final_clocks.png
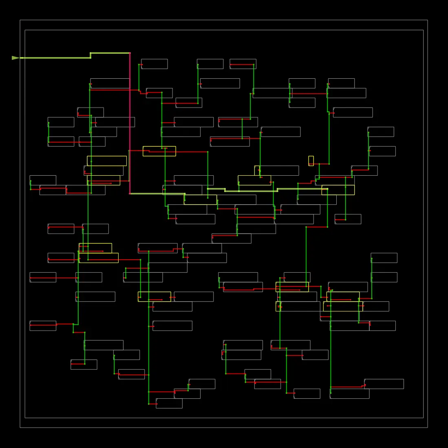
clock_map.png
Scale bar: 20 um.
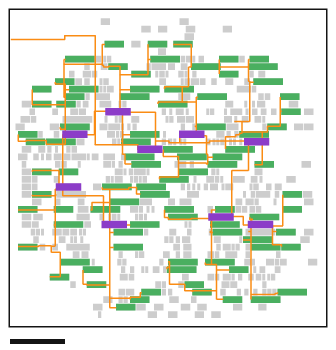
pdn.png
Pins as bars on the die edge. Tap cells in grey.
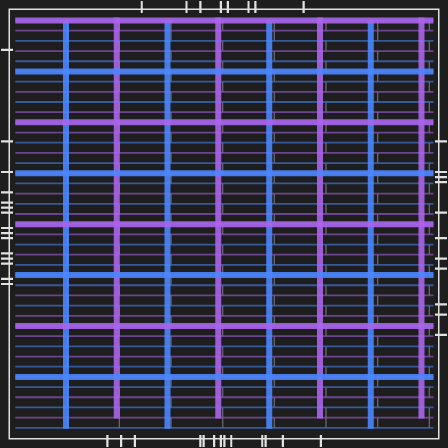
<file path="config.mk">
export PLATFORM = sky130hd
export DESIGN_NAME = arb_request_sequencer
export DESIGN_NICKNAME = d
export VERILOG_FILES = /design/src/rtl/arb_request_sequencer.sv
export SDC_FILE = /design/constraint.sdc
export NUM_CORES = 1
export LEC_CHECK = 0
export CAP_MARGIN = 10
export CORE_UTILIZATION = 34
export DETAILED_ROUTE_END_ITERATION = 6
export PLACE_DENSITY_LB_ADDON = 0.2
export SLEW_MARGIN = 20
export SYNTH_ARGS = -nofsm -noshare
export SYNTH_HDL_FRONTEND = slang
export SYNTH_SLANG_ARGS = --single-unit
</file>
<file path="constraint.sdc">
create_clock -name clk_i -period 4.4 [get_ports clk_i]
set_clock_uncertainty 0.05 [all_clocks]
set_input_delay 0.88 -clock clk_i [delete_from_list [all_inputs] [get_ports clk_i]]
set_output_delay 0.88 -clock clk_i [all_outputs]
set_load 0.05 [all_outputs]
</file>
<file path="src/rtl/arb_request_sequencer.sv">
// Per-channel 4-phase request/grant sequencer in front of the async round-robin arbiter.
// Optional macro GRANT_ONEHOT_CHECK_EN builds the sticky grant-overlap checker on grant_err_o.
module arb_request_sequencer #(
    parameter int unsigned REQUESTORS  = 8,
    parameter int unsigned SYNC_STAGES = 2,
    parameter int unsigned HOLD_W      = 4
) (
    input  logic                  clk_i,
    input  logic                  rst_i,
    input  logic [REQUESTORS-1:0] job_valid_i,
    input  logic [HOLD_W-1:0]     hold_cycles_i,
    input  logic [REQUESTORS-1:0] grant_i,
    output logic [REQUESTORS-1:0] request_o,
    output logic [REQUESTORS-1:0] busy_o,
    output logic [REQUESTORS-1:0] job_done_o,
    output logic                  grant_err_o
);

    localparam int unsigned LAST_STAGE = SYNC_STAGES - 1;

    typedef enum logic [1:0] {
        S_IDLE = 2'd0,
        S_REQ  = 2'd1,
        S_OWN  = 2'd2,
        S_REL  = 2'd3
    } state_e;

    logic [SYNC_STAGES-1:0][REQUESTORS-1:0] sync_q;
    logic [REQUESTORS-1:0]                  gsync;
    state_e                                 state_q [REQUESTORS];
    logic [HOLD_W-1:0]                      cnt_q   [REQUESTORS];
    logic [REQUESTORS-1:0]                  request_q;
    logic [REQUESTORS-1:0]                  busy_q;
    logic [REQUESTORS-1:0]                  job_done_q;

    // Grant crosses from the arbiter's async domain through a plain flop chain.
    always_ff @(posedge clk_i) begin
        if (rst_i) begin
            sync_q <= '0;
        end else begin
            sync_q <= {sync_q[SYNC_STAGES-2:0], grant_i};
        end
    end

    assign gsync = sync_q[LAST_STAGE];

    // Independent handshake FSM per channel; all outputs come straight from flops.
    always_ff @(posedge clk_i) begin
        if (rst_i) begin
            for (int i = 0; i < REQUESTORS; i++) begin
                state_q[i] <= S_IDLE;
                cnt_q[i]   <= '0;
            end
            request_q  <= '0;
            busy_q     <= '0;
            job_done_q <= '0;
        end else begin
            job_done_q <= '0;
            for (int i = 0; i < REQUESTORS; i++) begin
                unique case (state_q[i])
                    S_IDLE: begin
                        if (job_valid_i[i]) begin
                            state_q[i]   <= S_REQ;
                            cnt_q[i]     <= hold_cycles_i;
                            request_q[i] <= 1'b1;
                            busy_q[i]    <= 1'b1;
                        end
                    end
                    S_REQ: begin
                        if (gsync[i]) begin
                            state_q[i] <= S_OWN;
                        end
                    end
                    S_OWN: begin
                        if (cnt_q[i] == '0) begin
                            state_q[i]   <= S_REL;
                            request_q[i] <= 1'b0;
                        end else begin
                            cnt_q[i] <= cnt_q[i] - HOLD_W'(1);
                        end
                    end
                    S_REL: begin
                        if (!gsync[i]) begin
                            state_q[i]    <= S_IDLE;
                            busy_q[i]     <= 1'b0;
                            job_done_q[i] <= 1'b1;
                        end
                    end
                    default: state_q[i] <= S_IDLE;
                endcase
            end
        end
    end

    assign request_o  = request_q;
    assign busy_o     = busy_q;
    assign job_done_o = job_done_q;

`ifdef GRANT_ONEHOT_CHECK_EN
    logic [REQUESTORS-1:0] idle_c;
    logic                  multi_c;
    logic                  grant_err_q;

    always_comb begin
        idle_c = '0;
        for (int i = 0; i < REQUESTORS; i++) begin
            idle_c[i] = (state_q[i] == S_IDLE);
        end
    end

    // More than one bit set: clearing the lowest set bit leaves something behind.
    assign multi_c = |(gsync & (gsync - REQUESTORS'(1)));

    always_ff @(posedge clk_i) begin
        if (rst_i) begin
            grant_err_q <= 1'b0;
        end else if (multi_c || |(gsync & idle_c)) begin
            grant_err_q <= 1'b1;
        end
    end

    assign grant_err_o = grant_err_q;
`else
    assign grant_err_o = 1'b0;
`endif

endmodule

</file>
==> CHANGELOG.md <==
### Changed

- Status: complete, no violations
- Termination of the worst setup path: busy_o[4]
- Top layer in use: met4
- P&R area growth vs syn: 20.9%
- Placer Congestion: between 0.7 and 0.8
- Yosys Chip Area: 0.00429 mm^2
- Row count: 40
- Min Hold Slack: 0.387 ns
- Synth top cell by count: edfxtp_1
- VDD IR max: ~0.34 mV
- Max clock buf depth: 2
- Worst path slowest cell: clkdlybuf4s50_1
- CTS-repair resized insts: 0
- Vias: 3102
- DR WL/cell: 13.4 um
- Pre-Repair DR Iteration Count: 4
- Worst setup EP type: output port
- Tool Warnings: 26
- Initial antenna violation count: 0
- Metal-1 WL: 4120 um
- Slew HR: 0.551
- Worst setup path class: reg -> out
- Vias in the first global route: ~3000
- FP Core Util: 0.353
- FILL cells: 1189
Notes on final_clocks.png above:
number of buffers created by CTS: 9
Late-Pin Clk Latency: 0.33 ns
clock buffers: 11
FFs & Latches: 88
Sink Count: 88

Notes on clock_map.png above:
- green: flip-flops (count 88)
- purple: cells driving clock nets (count 9)
- orange: clock wires (length 1080 um)
- routed clock nets: 10
- flops lie: spread over the die
clock network power: 0.841 mW
clock share of power: 0.264

Notes on pdn.png above:
- blue: VSS
- purple: VDD
- met5 straps: 8
- met4 straps: 8
- rows: 40
Die X: 114 um
die height: 114 um
Placeable Area: 0.0122 mm^2

[cell usage in the layout, fill, tap and decap left out, types with 7 or more instances in the layout]
cell	instances
o21bai_1	9
edfxtp_1	48
clkdlybuf4s50_1	44
clkbuf_16	9
nand2_1	33
nor2_1	24
dfxtp_1	40
o21ai_1	30
xnor2_1	16
o31ai_1	7
inv_1	22
nand2b_1	17
ha_1	8
nor3_1	14
nor2b_1	38
a211oi_1	8
a21oi_1	29
[registers in the layout, summed over array words and instances, names as in the netlist]
register    count
cnt_q          32
state_q        16
busy_o          8
request_o       8
gsync           8
sync_q          8
job_done_o      8
[through the flow]
| stage | setup slack [ns] | cells | utilization |
|---|---|---|---|
| 2_1_floorplan | 2.37 | 422 | - |
| 3_3_place_gp | 1.77 | 616 | 0.400 |
| 3_5_place_dp | 1.72 | 616 | 0.400 |
| 4_1_cts | 1.95 | 631 | 0.427 |
| 5_1_grt | 1.92 | 631 | 0.427 |
| 6_report | 1.97 | 631 | 0.427 |
[cell type report]
type,instances,area [um^2],area share
well taps,168,210,0.0405
flip-flops and latches,88,2240,0.432
multi-input cells,289,1860,0.359
clock buffers,11,233,0.0449
inverters,25,93.8,0.0181
clock inverters,4,93.8,0.0181
repair buffers,46,453,0.0873
[power groups by stage]
stage / registers (mW) / clock network [mW] / logic, mW
after floorplan: 1.48 / 0 / 0.595
after global placement: 1.38 / 0 / 0.957
after detailed placement: 1.39 / 0 / 0.971
after CTS: 1.37 / 0.863 / 0.980
after global routing: 1.41 / 0.899 / 1.07
final: 1.37 / 0.841 / 0.970
[layer usage]
metal  track usage  vias up
li1              -     1577
met1         0.173     1474
met2         0.225       49
met3        0.0339        2
met4        0.0442        0
met5             0        -
[cell families after synthesis]
kind of cell,after synthesis,share of synthesized area
other,1,0.000874
AOI/OAI and AO/OA,106,0.153
muxes,1,0.00233
adders and majority gates,8,0.0233
buffers and inverters,45,0.0432
DFF,88,0.523
and+or+nand+nor,155,0.218
xor gates and xnor gates,18,0.0367
[worst reg2reg max path: cells and delay by family (launching register included)]
| kind | cells | cell delay, ns |
|---|---|---|
| AND-OR/OR-AND | 1 | 0.57 |
| AND/OR/NAND/NOR | 2 | 0.35 |
| buffers and inverters | 1 | 0.07 |
| adder cells (fa/ha/maj) | 1 | 0.23 |
| flip-flops | 1 | 0.35 |
[worst min-delay path by stage]
stage | startpoint | to | depth (start not counted)
5_1_grt | sync_q[1] | gsync[1] | 1
3_3_place_gp | sync_q[0] | gsync[0] | 1
2_1_floorplan | sync_q[0] | gsync[0] | 1
3_5_place_dp | sync_q[2] | gsync[2] | 1
6_report | sync_q[2] | gsync[2] | 1
4_1_cts | sync_q[2] | gsync[2] | 1
Power is estimated from default activity; no workload was simulated.
